`src/rtl/noc_vc_pkg.sv`:
```
// Shared types and helpers for the output-port VC allocator.
// No logic of its own; sizes are derived from the instantiating module's parameters.
// No backpressure; definitions only.
package noc_vc_pkg;

    typedef enum logic {
        OVC_FREE = 1'b0,
        OVC_BUSY = 1'b1
    } ovc_state_e;

    // Ceiling log2; callers pass n >= 2 so the result is never zero-width.
    function automatic int clog2(input int n);
        int r;
        r = 0;
        while ((1 << r) < n) begin
            r = r + 1;
        end
        return r;
    endfunction

    // Flat request index of input port p, input VC v.
    function automatic int req_idx(input int p, input int v, input int vcn);
        return p * vcn + v;
    endfunction

endpackage

```
`src/rtl/rr_arb.sv`:
```
// One-hot round-robin arbiter: first requester at or after ptr wins.
// Purely combinational, zero latency.
// No backpressure; the caller decides whether the winner is actually granted.
module rr_arb #(
    parameter int N  = 10,
    parameter int IW = 4
) (
    input  logic [N-1:0]  req,
    input  logic [IW-1:0] ptr,
    output logic [N-1:0]  gnt,
    output logic [IW-1:0] winner,
    output logic          any
);

    int            idx;
    logic [IW-1:0] sel;

    always_comb begin
        gnt    = '0;
        winner = '0;
        any    = 1'b0;
        idx    = 0;
        sel    = '0;
        for (int i = 0; i < N; i++) begin
            idx = int'(ptr) + i;
            if (idx >= N) begin
                idx = idx - N;
            end
            sel = IW'(idx);
            if (!any && req[sel]) begin
                any      = 1'b1;
                gnt[sel] = 1'b1;
                winner   = sel;
            end
        end
    end

endmodule

```
`src/rtl/vc_out_alloc.sv`:
```
// Output-port VC allocator and per-VC downstream credit tracker for one router output.
// Grant is registered: one cycle from a sampled request; credit-ok is combinational from the counters.
// Requests are held until granted; with no free output VC they simply wait.
module vc_out_alloc
    import noc_vc_pkg::*;
#(
    parameter int VCN  = 2,
    parameter int NIN  = 5,
    parameter int FCPD = 1
) (
    input  logic                 clk,
    input  logic                 rstn,
    input  logic [NIN*VCN-1:0]   req,
    output logic [NIN*VCN-1:0]   req_gnt,
    output logic [VCN-1:0]       gnt_ovc,
    input  logic                 flit_sent,
    input  logic [VCN-1:0]       flit_ovc,
    input  logic                 flit_tail,
    input  logic [VCN-1:0]       credit,
    output logic [VCN-1:0]       ovc_busy,
    output logic [VCN-1:0]       ovc_cr_ok,
    output logic                 err
);

    localparam int N  = NIN * VCN;
    localparam int IW = clog2(N);
    localparam int CW = clog2(FCPD + 1);

    ovc_state_e     st_q  [VCN];
    ovc_state_e     st_d  [VCN];
    logic [CW-1:0]  cnt_q [VCN];
    logic [CW-1:0]  cnt_d [VCN];

    logic [IW-1:0]  ptr_q;
    logic [IW-1:0]  winner;
    logic [N-1:0]   arb_req;
    logic [N-1:0]   arb_gnt;
    logic           arb_any;
    logic [VCN-1:0] busy;
    logic [VCN-1:0] free_sel;
    logic [VCN-1:0] snd;
    logic           any_free;
    logic           do_gnt;
    logic           flit_oh;
    logic           armed_q;
    logic           err_d;

    // The requester granted last cycle may still be asserting on this edge.
    assign arb_req = req & ~req_gnt;

    rr_arb #(
        .N  (N),
        .IW (IW)
    ) u_arb (
        .req    (arb_req),
        .ptr    (ptr_q),
        .gnt    (arb_gnt),
        .winner (winner),
        .any    (arb_any)
    );

    always_comb begin
        busy      = '0;
        ovc_cr_ok = '0;
        free_sel  = '0;
        any_free  = 1'b0;
        for (int v = 0; v < VCN; v++) begin
            busy[v]      = (st_q[v] == OVC_BUSY);
            ovc_cr_ok[v] = (cnt_q[v] != '0);
            if (!busy[v] && !any_free) begin
                free_sel[v] = 1'b1;
                any_free    = 1'b1;
            end
        end
    end

    assign ovc_busy = busy;
    assign do_gnt   = armed_q & arb_any & any_free;
    assign flit_oh  = $onehot(flit_ovc);
    assign snd      = (flit_sent && flit_oh) ? flit_ovc : '0;

    always_comb begin
        for (int v = 0; v < VCN; v++) begin
            st_d[v] = st_q[v];
            case (st_q[v])
                OVC_FREE: if (do_gnt && free_sel[v]) st_d[v] = OVC_BUSY;
                OVC_BUSY: if (snd[v] && flit_tail)   st_d[v] = OVC_FREE;
            endcase
        end
    end

    // A send and a credit on the same VC cancel; only lone events can over/underflow.
    always_comb begin
        err_d = err;
        if (flit_sent && !flit_oh) begin
            err_d = 1'b1;
        end
        for (int v = 0; v < VCN; v++) begin
            cnt_d[v] = cnt_q[v];
            if (snd[v] && !busy[v]) begin
                err_d = 1'b1;
            end
            if (snd[v] && busy[v]) begin
                if (!credit[v]) begin
                    if (cnt_q[v] == '0) err_d = 1'b1;
                    else                cnt_d[v] = cnt_q[v] - CW'(1);
                end
            end else if (credit[v]) begin
                if (cnt_q[v] == CW'(FCPD)) err_d = 1'b1;
                else                       cnt_d[v] = cnt_q[v] + CW'(1);
            end
        end
    end

    always_ff @(posedge clk or negedge rstn) begin
        if (!rstn) begin
            for (int v = 0; v < VCN; v++) begin
                st_q[v]  <= OVC_FREE;
                cnt_q[v] <= CW'(FCPD);
            end
            ptr_q   <= '0;
            req_gnt <= '0;
            gnt_ovc <= '0;
            armed_q <= 1'b0;
            err     <= 1'b0;
        end else begin
            st_q    <= st_d;
            cnt_q   <= cnt_d;
            armed_q <= 1'b1;
            err     <= err_d;
            req_gnt <= do_gnt ? arb_gnt : '0;
            gnt_ovc <= do_gnt ? free_sel : '0;
            if (do_gnt) begin
                ptr_q <= (winner == IW'(N - 1)) ? '0 : winner + IW'(1);
            end
        end
    end

endmodule

```
`config.mk`:
```
export PLATFORM = sky130hd
export DESIGN_NAME = vc_out_alloc
export DESIGN_NICKNAME = d
export VERILOG_FILES = /design/src/rtl/noc_vc_pkg.sv /design/src/rtl/rr_arb.sv /design/src/rtl/vc_out_alloc.sv
export SDC_FILE = /design/constraint.sdc
export NUM_CORES = 1
export LEC_CHECK = 0
export CAP_MARGIN = 20
export CORE_MARGIN = 1
export CORE_UTILIZATION = 64
export DETAILED_ROUTE_END_ITERATION = 7
export GPL_TIMING_DRIVEN = 0
export HOLD_SLACK_MARGIN = 0.05
export PLACE_DENSITY = 0.85
export SLEW_MARGIN = 0
export SYNTH_ARGS = -nofsm -noshare
export SYNTH_HDL_FRONTEND = slang
export SYNTH_SLANG_ARGS = --single-unit
```
`constraint.sdc`:
```
create_clock -name clk -period 9.8 [get_ports clk]
set_input_delay 2.45 -clock clk [delete_from_list [all_inputs] [get_ports clk]]
set_output_delay 2.45 -clock clk [all_outputs]
set_load 0.02 [all_outputs]
```
run_1/cell_density.png
Bar = 20 µm. 9 x 9 tiles, from dark blue (low) to red (high), 0 to 100% covered.
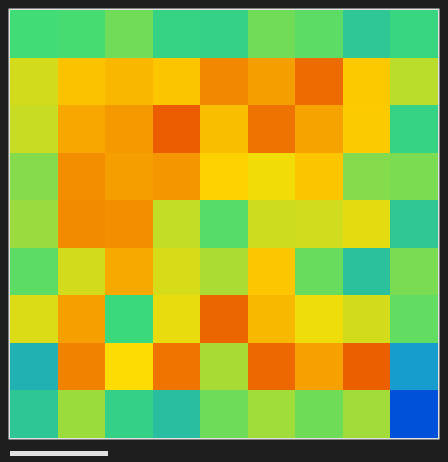
mean over tiles = 67%
tiles over 75% full = 38%
fullest tile = 89%

run_1/placement_by_type.png
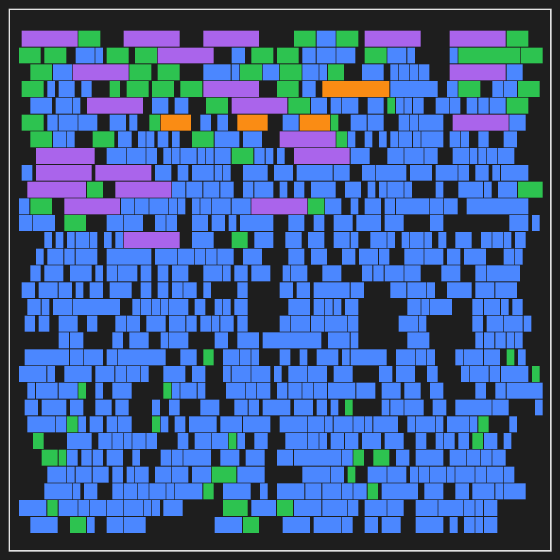
blue -> combinational and other logic  # cells 566, share of their area 77%
green -> other buffers and delay cells  # cells 70, share of their area 11%
purple -> flops  # cells 22, share of their area 11%
orange -> clock drivers and dummy loads  # cells 4, share of their area 1.4%

run_1/metal_density.png
Bar = 20 µm. 18 x 18 tiles, from dark blue (low) to red (high), scaled to the fullest tile. Values are wire area over tile area, all layers added.
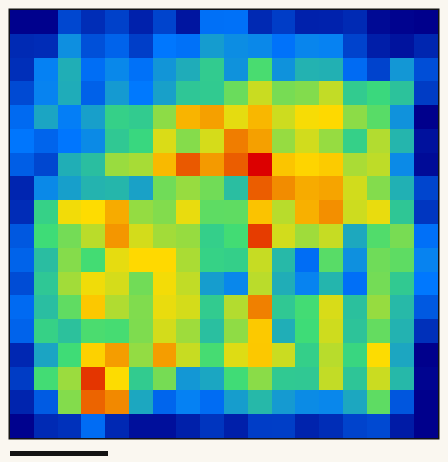
fullest tile = 0.90
nearly empty tiles = 3.1%
tiles over half the peak = 43%
mean over tiles = 0.39
emptiest ninth of the die = north-west
densest ninth of the die = center

run 1: layout by cell type, fill, tap and decap left out, drive strengths merged, types with 7 or more instances in the layout:
master	n
nand3	14
clkbuf	13
buf	26
nor2b	17
xnor2	13
a22oi	7
o211ai	11
o31ai	7
nor3	26
mux2i	14
nor2	57
a21o	10
or3	7
a21oi	45
nand2	52
dfrtp	20
mux2	8
nand3b	11
clkdlybuf4s50	34
ha	21
inv	22
or2	9
nand2b	18
a211oi	18
o21ai	34
run 1: stage by stage:
step	utilization
global placement	0.742
global route	0.756
floorplan	-
CTS	0.752
detailed placement	0.742
finish	0.756
run 1: registers in the layout (all words and copies together) (netlist names):
name	flops
req_gnt	10
ptr_q	4
gnt_ovc	2
ovc_busy	2
ovc_cr_ok	2
armed_q	1
err	1
run 1: cell families (layout without fill, tap and decap cells):
group,after synthesis,after routing,synth area share
AOI/OAI and AO/OA,217,217,0.362
xor gates and xnor gates,16,16,0.0347
adders and majority gates,24,24,0.0645
buffers and inverters,57,96,0.0608
DFF,22,22,0.118
muxes,22,22,0.0491
other,1,1,0.000799
and+or+nand+nor,264,264,0.310
run 1: how the worst min path moves through the flow:
stage               cells past startpoint        start          to
floorplan                               2      armed_q  gnt_ovc[0]
finish                                  1  ovc_busy[0]  gnt_ovc[0]
global placement                        1  ovc_busy[0]  gnt_ovc[0]
detailed placement                      1  ovc_busy[0]  gnt_ovc[0]
CTS                                     1  ovc_busy[0]  gnt_ovc[0]
global route                            1  ovc_busy[0]  gnt_ovc[0]
==> results_dict.tcl, run 1 <==
# flow metrics
set metrics [dict create \
    status "finished clean" \
    ys_types 102 \
    logic_area_um2 3850 \
    grt_max_degree 23 \
    grt_pass1_wl_um 26100 \
    first_pass_iters 6 \
    track_usage 0.445 \
    largest_cell_class "combinational gates" \
    critPathMaxFanout 11 \
    critPathSlowestCell "dfrtp_1" \
    r2r_end "ptr_q[2]" \
    dp_worst_setup_slack_ns 3.39 \
    fmax_ghz 0.149 \
    edf_count 0 \
    cts-htree-levels 1 \
    dp_hpwl_um 13300 \
    drtIter0Drc 771 \
    dr_total_vias 5558 \
    crit_end "ptr_q[2]" \
    viasPerCell 7.33 \
    cts.sinks 22 \
    first_global_vias 4965 \
    synth_seq_share 0.118 \
    fp_util 0.676 \
    ys_async_sr_fraction 1.00 \
    largest_area_cell "dfrtp_1" \
    globalRouteMet3Util 0.0961 \
    syn-num-nets 663 \
    warning_count 39 \
    areaGrowthSynthToFinish_pct 11.9 \
    met1_usage 0.571 \
    cap_violations 0 \
    critPathArrivalTime_ns 6.86 \
    cts_resized 0 \
    r2r_start "ptr_q[0]" \
    portBuffers 34 \
    rows 30 \
    buffers 70 \
    ys_cells 623 \
    comb_share 0.734 \
    drive_gt1_frac 0.127 \
    path_buffers 10 \
    hold_viol_final 0 \
    grt.met2_usage 0.717 \
    ff2ff_path_depth 24 \
    yosys_register_bits 22 \
    clock_area_frac 0.0136 \
    num_antenna_cells 0 \
    core_area_um2 6940 \
    place_inst 753 \
    final_cell_area_um2 5250 \
    rrSetupSlack_ns 3.10 \
    flop-count 22 \
    clock_buffers 3 \
    place_area_um2 5150 \
    n_all_inverters 22 \
    max_stage_delay_ns 0.62 \
    wl_um 16900 \
    hold_buffers 0 \
    grt_busiest_layer "met2" \
    comb.multi_input.count 544 \
    wirelength_met1_um 6420 \
]
run_1/sizes.png
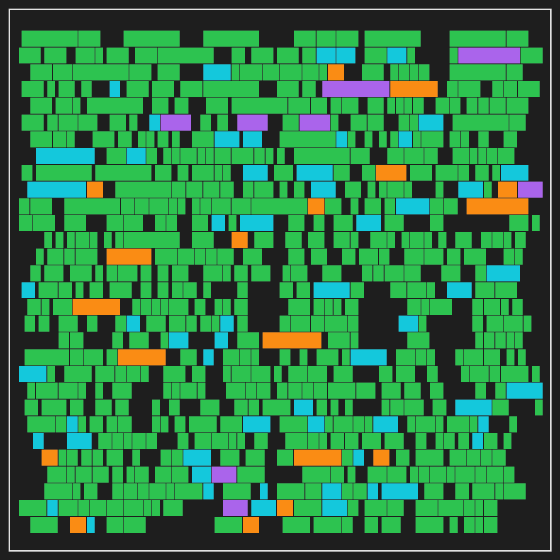

--- run 2 (diff from run 1) ---
- CORE_UTILIZATION: 64 -> 61
- PLACE_DENSITY: 0.85 -> 0.82
- clock period: 9.8 -> 6.5 ns (I/O delays scaled with it)
run_2/sizes.png
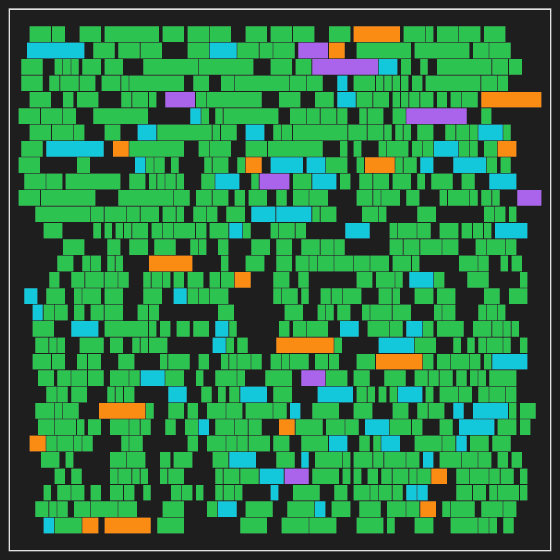
cyan -> _2 cells  # cells 59
green -> _0 and _1 cells  # cells 576
purple -> _6 and larger  # cells 8
orange -> _3 and _4 cells  # cells 18

==> run 2 against run 1 <==
Against the previous run:
- utilization fell by 4.0 points
- hold slack worse by 0.016 ns
- highest routed layer unchanged
- synthesized cell count unchanged
- largest cell class unchanged
==> results_dict.tcl, run 2 <==
# flow metrics
set metrics [dict create \
    status "finished clean" \
    cts_tree "built" \
    ys_area_um2 4690 \
    globalRouteMet3Util 0.0635 \
    critPathSlowestCell "a2111oi_2" \
    critPathMaxFanout 12 \
    synth-adder-area-share 0.0645 \
    ys_cells 623 \
    edf_count 0 \
    ff_type "dfrtp_1" \
    drive_gt1_frac 0.129 \
    areaGrowthSynthToFinish_pct 11.9 \
    cts_resized 0 \
    cp_cell_sequence "buf_4 -> buf_4 -> buf_4 -> inv_1 -> ha_1 -> clkbuf_2 -> inv_1 -> ha_1 -> buf_1 -> inv_1 -> o32ai_2 -> xnor2_1 -> a2111oi_2 -> or3_1 -> nor2_1 -> o211ai_1 -> o221ai_1 -> mux2_2 -> a211oi_1 -> a21o_1" \
    fp_util 0.640 \
    reg_top3 "req_gnt x10, ptr_q x4" \
    track_usage 0.416 \
    ys_sh_aoi 0.362 \
    netlist_area_um2 4690 \
    ys_types 102 \
    r2r_end "ptr_q[3]" \
    xor_share 0.0347 \
    core_area_um2 7330 \
    num_antenna_cells 0 \
    wirelength_met1_um 6620 \
    fmax_ghz 0.161 \
    rows 31 \
    cts-htree-levels 1 \
    grt_busiest_layer "met2" \
    critPathArrivalTime_ns 6.42 \
    grt.met2_usage 0.664 \
    cts.sinks 22 \
    cts.clk_slew.worst_paths_ns 0.09 \
    ff2ff_path_depth 20 \
    max_stage_delay_ns 0.68 \
    min_from "ovc_busy[0]" \
    min_to "gnt_ovc[0]" \
    syn-num-nets 663 \
    layout.cells.most_common "nor2_1" \
    cap_violations 0 \
    simple_gate_share 0.310 \
    mux_share 0.0491 \
    gr-total-overflow 0 \
    hold_viol_final 0 \
    portBuffers 34 \
    grt_pass1_wl_um 26700 \
    top_register "req_gnt" \
    wl_um 16800 \
    warning_count 39 \
    dp_hpwl_um 13000 \
    worstHoldPathType "reg -> reg" \
    ys_async_sr_fraction 1.00 \
    slew_headroom 0.332 \
    dr_total_vias 5483 \
    most_common_cell "nor2_1" \
    drc 0 \
    topCombFamilyByArea "AND-OR/OR-AND gates" \
    viasPerCell 7.21 \
    synth_seq_share 0.118 \
    r2r_start "ptr_q[0]" \
    layout_top_cells "nor2_1, nand2_1, a21oi_1" \
    yosys_register_bits 22 \
    drtIter0Drc 564 \
    first_pass_iters 5 \
    met1_usage 0.560 \
    min_path_cells 1 \
    grt_max_degree 23 \
    largest_area_cell "dfrtp_1" \
    largest_register_ffs 10 \
    place_area_um2 5160 \
    first_global_vias 4951 \
    rrSetupSlack_ns 0.30 \
    hold_buffers 0 \
    maxUsedRoutingLayer "met4" \
    final_cell_area_um2 5250 \
]
run 2: layout make-up:
class                   instances  area (µm²)  share of cell area
well taps                      99         124              0.0236
clock inverters                 1        30.0             0.00572
repair buffers                 35         368              0.0700
clock buffers                   3        41.3             0.00786
flip-flops and latches         22         553               0.105
plain buffers                  34         200              0.0381
inverters                      22        82.6              0.0157
multi-input cells             544        3850               0.734
run 2: critical path: cells and delay by family, from the launching register on:
| family | cells | cell delay, ns |
|---|---|---|
| fa+ha+maj | 2 | 0.63 |
| flops | 1 | 0.61 |
| compound gates | 6 | 2.11 |
| xor+xnor | 1 | 0.25 |
| simple gates | 2 | 0.38 |
| mux | 1 | 0.34 |
| buf+inv | 8 | 1.80 |
run 2: how the worst max path moves through the flow:
stage	end	slack [ns]	cells after the start	startpoint
after floorplan	ptr_q[1]	1.56	24	ptr_q[0]
after global placement	req_gnt[0]	0.36	23	ptr_q[0]
after detailed placement	req_gnt[0]	0.26	23	ptr_q[0]
after CTS	ptr_q[0]	0.23	24	ptr_q[0]
after global routing	ptr_q[0]	0.02	22	ptr_q[0]
final	ptr_q[3]	0.30	20	ptr_q[0]
run 2: metrics by stage:
stage / instances / util / setup WS (ns)
2_1_floorplan: 623 / - / 1.56
5_1_grt: 760 / 0.717 / 0.0158
6_report: 760 / 0.717 / 0.297
4_1_cts: 760 / 0.713 / 0.226
3_3_place_gp: 756 / 0.703 / 0.361
3_5_place_dp: 756 / 0.703 / 0.261
